<file path="config.mk">
export PLATFORM = sky130hd
export DESIGN_NAME = dec16_timer
export DESIGN_NICKNAME = d
export VERILOG_FILES = /design/src/rtl/dec16_timer.sv
export SDC_FILE = /design/constraint.sdc
export NUM_CORES = 1
export LEC_CHECK = 0
export CAP_MARGIN = 20
export CORE_MARGIN = 10
export CORE_UTILIZATION = 42
export CTS_BUF_LIST = sky130_fd_sc_hd__clkbuf_4
export DETAILED_ROUTE_END_ITERATION = 12
export GPL_TIMING_DRIVEN = 0
export PLACE_DENSITY = 0.75
export SLEW_MARGIN = 20
export SYNTH_ARGS = -nofsm -noshare
export SYNTH_HDL_FRONTEND = slang
export SYNTH_SLANG_ARGS = --single-unit
</file>
<file path="constraint.sdc">
create_clock -name clk -period 4.4 [get_ports clk]
set_clock_uncertainty 0.15 [all_clocks]
set_input_delay 0.44 -clock clk [delete_from_list [all_inputs] [get_ports clk]]
set_output_delay 0.44 -clock clk [all_outputs]
set_load 0.05 [all_outputs]
</file>
<file path="src/rtl/dec16_timer.sv">
// dec16_timer: loadable 16-bit countdown timer built on a ripple-borrow decrementer.
// Optional feature macro: DEC16_TIMER_RELOAD_EN (auto-reload of the count on expiry).
module dec16_timer #(
  parameter int WIDTH = 16
) (
  input  logic             clk,
  input  logic             rst,
  input  logic             load,
  input  logic [WIDTH-1:0] D,
  input  logic             start,
  input  logic             en,
  input  logic             dec,
  output logic [WIDTH-1:0] Q,
  output logic             zero,
  output logic             busy,
  output logic             done,
  output logic             borrow
);

  typedef enum logic [1:0] {
    ST_IDLE = 2'd0,
    ST_RUN  = 2'd1,
    ST_DONE = 2'd2
  } state_e;

  state_e           state_q;
  logic [WIDTH-1:0] q_q;
  logic             busy_q;
  logic             done_q;
  logic             borrow_q;

  // Decrementer: chain of full subtractors computing q_q - 1.
  logic [WIDTH-1:0] dec_d;
  logic [WIDTH:0]   dec_borrow;

  assign dec_borrow[0] = 1'b0;

  for (genvar i = 0; i < WIDTH; i++) begin : g_sub
    localparam logic SUB_BIT = (i == 0);
    assign dec_d[i]        = q_q[i] ^ SUB_BIT ^ dec_borrow[i];
    assign dec_borrow[i+1] = (~q_q[i] & (SUB_BIT | dec_borrow[i])) | (SUB_BIT & dec_borrow[i]);
  end

  // Final borrow-out is set only when the count was zero (0 -> all ones wrap).
  logic dec_wrap;
  assign dec_wrap = dec_borrow[WIDTH];

  // Count of 0 or 1 means the next enabled RUN cycle expires.
  logic run_expire;
  assign run_expire = (q_q[WIDTH-1:1] == '0);

`ifdef DEC16_TIMER_RELOAD_EN
  logic [WIDTH-1:0] reload_q;
`endif

  always_ff @(posedge clk or posedge rst) begin
    if (rst) begin
      state_q  <= ST_IDLE;
      q_q      <= '0;
      busy_q   <= 1'b0;
      done_q   <= 1'b0;
      borrow_q <= 1'b0;
`ifdef DEC16_TIMER_RELOAD_EN
      reload_q <= '0;
`endif
    end else begin
      // NOTE: pulse outputs default low each cycle with non-blocking assignments,
      // so a later assignment in this block overrides and nothing is held.
      done_q   <= 1'b0;
      borrow_q <= 1'b0;
      if (load) begin
        q_q     <= D;
        state_q <= ST_IDLE;
        busy_q  <= 1'b0;
`ifdef DEC16_TIMER_RELOAD_EN
        reload_q <= D;
`endif
      end else begin
        unique case (state_q)
          ST_IDLE: begin
            if (start) begin
              if (q_q == '0) begin
                state_q <= ST_DONE;
                done_q  <= 1'b1;
              end else begin
                state_q <= ST_RUN;
                busy_q  <= 1'b1;
              end
            end else if (dec) begin
              q_q      <= dec_d;
              borrow_q <= dec_wrap;
            end
          end
          ST_RUN: begin
            if (en) begin
              if (run_expire) begin
`ifdef DEC16_TIMER_RELOAD_EN
                if (reload_q != '0) begin
                  q_q    <= reload_q;
                  done_q <= 1'b1;
                end else begin
                  q_q     <= '0;
                  state_q <= ST_DONE;
                  busy_q  <= 1'b0;
                  done_q  <= 1'b1;
                end
`else
                q_q     <= '0;
                state_q <= ST_DONE;
                busy_q  <= 1'b0;
                done_q  <= 1'b1;
`endif
              end else begin
                q_q <= dec_d;
              end
            end
          end
          ST_DONE: begin
            state_q <= ST_IDLE;
          end
          default: begin
            state_q <= ST_IDLE;
            busy_q  <= 1'b0;
          end
        endcase
      end
    end
  end

  assign Q      = q_q;
  assign zero   = (q_q == '0);
  assign busy   = busy_q;
  assign done   = done_q;
  assign borrow = borrow_q;

endmodule
</file>
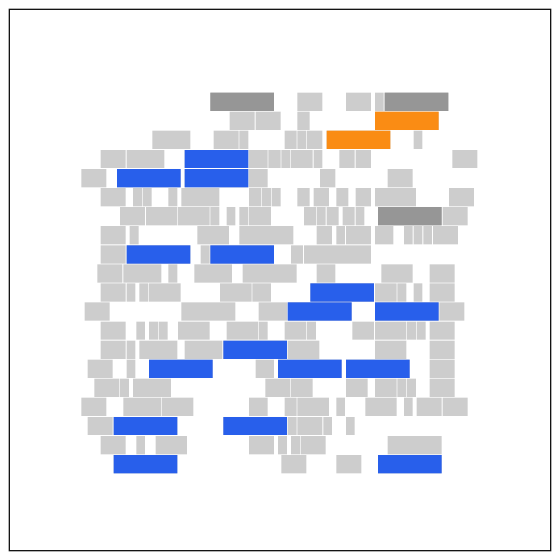
(sequential cells grouped by signal name)
Other sequential cells in the stronger grey, the rest of the logic in the fainter grey.
state_q -> orange  # sequential cells 2
Q -> blue  # sequential cells 16
Seq. cell area: 526 µm²
flop share of the area: 0.282
Seq group: 0.240 mW

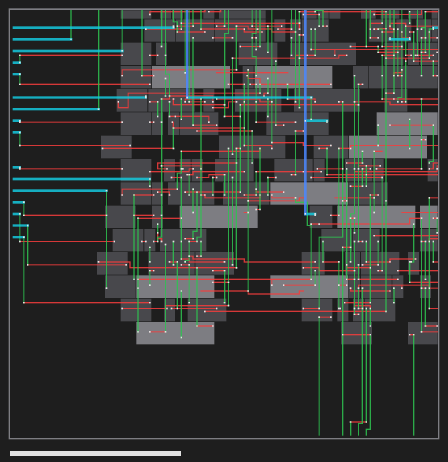
(a small window of the routed layout)
Scale bar: 20 µm. Window x 0 to 50, y 0 to 50 µm. Cells in grey, sequential cells in the stronger grey; small squares are vias.
metal 1 -> red
metal 3 -> cyan
metal 2 -> green
metal 4 -> blue
cells with their middle in the window = 92
sequential cells in the window = 10
most frequent = clkdlybuf4s50_1 (19), nand2_1 (13), inv_1 (12)
netlist names of flops here include = Q (10)

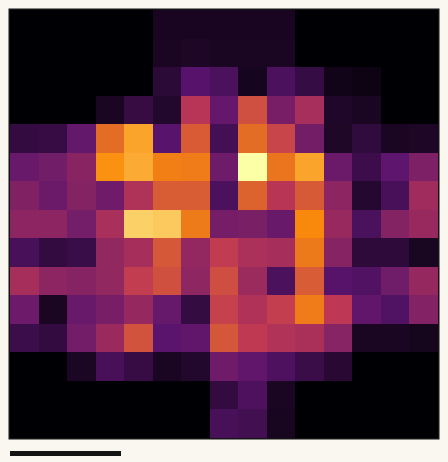
(wire density map)
Scale bar: 20 µm. 15 x 15 tiles, from black (low) to pale yellow (high), scaled to the fullest tile. Values are wire area over tile area, all layers added.
tiles over half the peak = 15%
densest ninth of the die = centre
mean over tiles = 0.092
nearly empty tiles = 27%
vias: 1118
drt wl/cell: 15.7 µm
Post-Route WL: 3430 µm

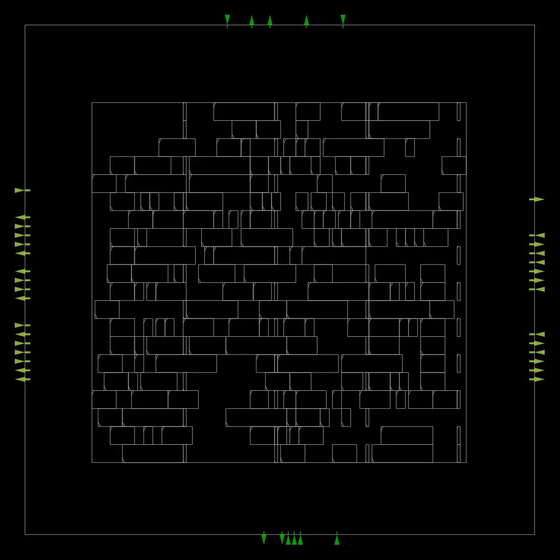
(placed standard cells)
row count: 20
FFs & Latches: 21
Filler Cell Count: 273
tap cells: 44

==> results.cfg <==
; physical design summary
[drt]
via_per_inst = 5.13
final_antenna_net_count = 0
firstDrtPassIters = 4
drc_errors = 0

[cts]
cts_tree = done
clockBufferDepth = 2
cts_resized = 0
cts.sink_count = 21
postCtsHoldBufs = 0
h-tree-depth = 1
post-cts-setup-buffers = 0
cts_inserted_buffers = 3

[final_timing]
tightest_slew_ns = 0.813
period_needed_ns = 3.88
max_clock_freq_ghz = 0.258
setup_violations = 0
final.setup.worst_slack_ns = 0.517
period_used_share = 0.882
holdWs_ns = 0.337

[setup_path]
crit_family = adder cells
cp_max_fo = 5
r2r-start = Q[1]$_DFFE_PP0P_
cp-endpoint = Q[15]$_DFFE_PP0P_
crit_start = Q[1]$_DFFE_PP0P_
arrival_ns = 3.96
r2r-end = Q[15]$_DFFE_PP0P_
cp.depth = 17
cpMostUsedCell = ha_1
slowest_stage = dfrtp_1

[floorplanning]
core_area_um2 = 3080
die-width_um = 77.0
fp_util = 0.443

[cells_and_area]
final_cells = 218
final_util = 0.604
comb_share = 0.392
antenna_cells = 0
largest_cell_class = logic gates
area.growth.synth_to_final_pct = 36.3
inverters_excl_clock = 21
buf_share = 0.237
clk_share = 0.0161
n_all_buffers = 47
largest_register_ffs = 16

[flow_run]
drv_cap = 0

[placement]
placed_area_um2 = 1830
dp_cells = 214
place_ws_ns = 0.520

[yosys]
synthAdderAreaFrac = 0.137
synth_cell_types = 28
numSynthFlops = 21
logic_family = AND-OR/OR-AND gates
synth_chip_area_um2 = 1370
synthAoiAreaFrac = 0.218
syn_area_um2 = 1370
synth-simple-area-share = 0.179
syn_inst = 129
synth_nets = 166

[grt]
grt_util_met2 = 0.200
top_usage_layer = met2
grt_pass1_wl_um = 5900
grt_pass1_vias = 1205
track_usage = 0.120

[worst_hold_path]
min_to = Q[0]$_DFFE_PP0P_
min_path_cells = 1

[outcome]
outcome = finished, final reports clean

[power]
power_mw = 0.577
clkPwrFrac = 0.178
p_int_mw = 0.345
## cell usage after synthesis
library cell	instances	share of area
dfrtp_1	21	0.38
inv_1	21	0.058
nand2_1	18	0.049
ha_1	15	0.14
o221ai_2	9	0.099
o221ai_1	6	0.038
o21ai_0	5	0.018
clkbuf_1	4	0.011
nor2_1	4	0.011
a21oi_1	3	0.011
nand2b_1	3	0.014
nor4_4	3	0.047
nor4_1	2	0.0092
a31oi_1	1	0.0046
a32oi_1	1	0.0064
and4_1	1	0.0064
and4b_1	1	0.0073
buf_2	1	0.0037
buf_6	1	0.0082
nand3b_1	1	0.0055
nand4_4	1	0.016
nor2b_1	1	0.0046
nor3_1	1	0.0037
nor3b_1	1	0.0055
o21ai_1	1	0.0037
o21bai_1	1	0.0055
o311ai_2	1	0.012
o311ai_4	1	0.019
Power is estimated from default activity; no workload was simulated.
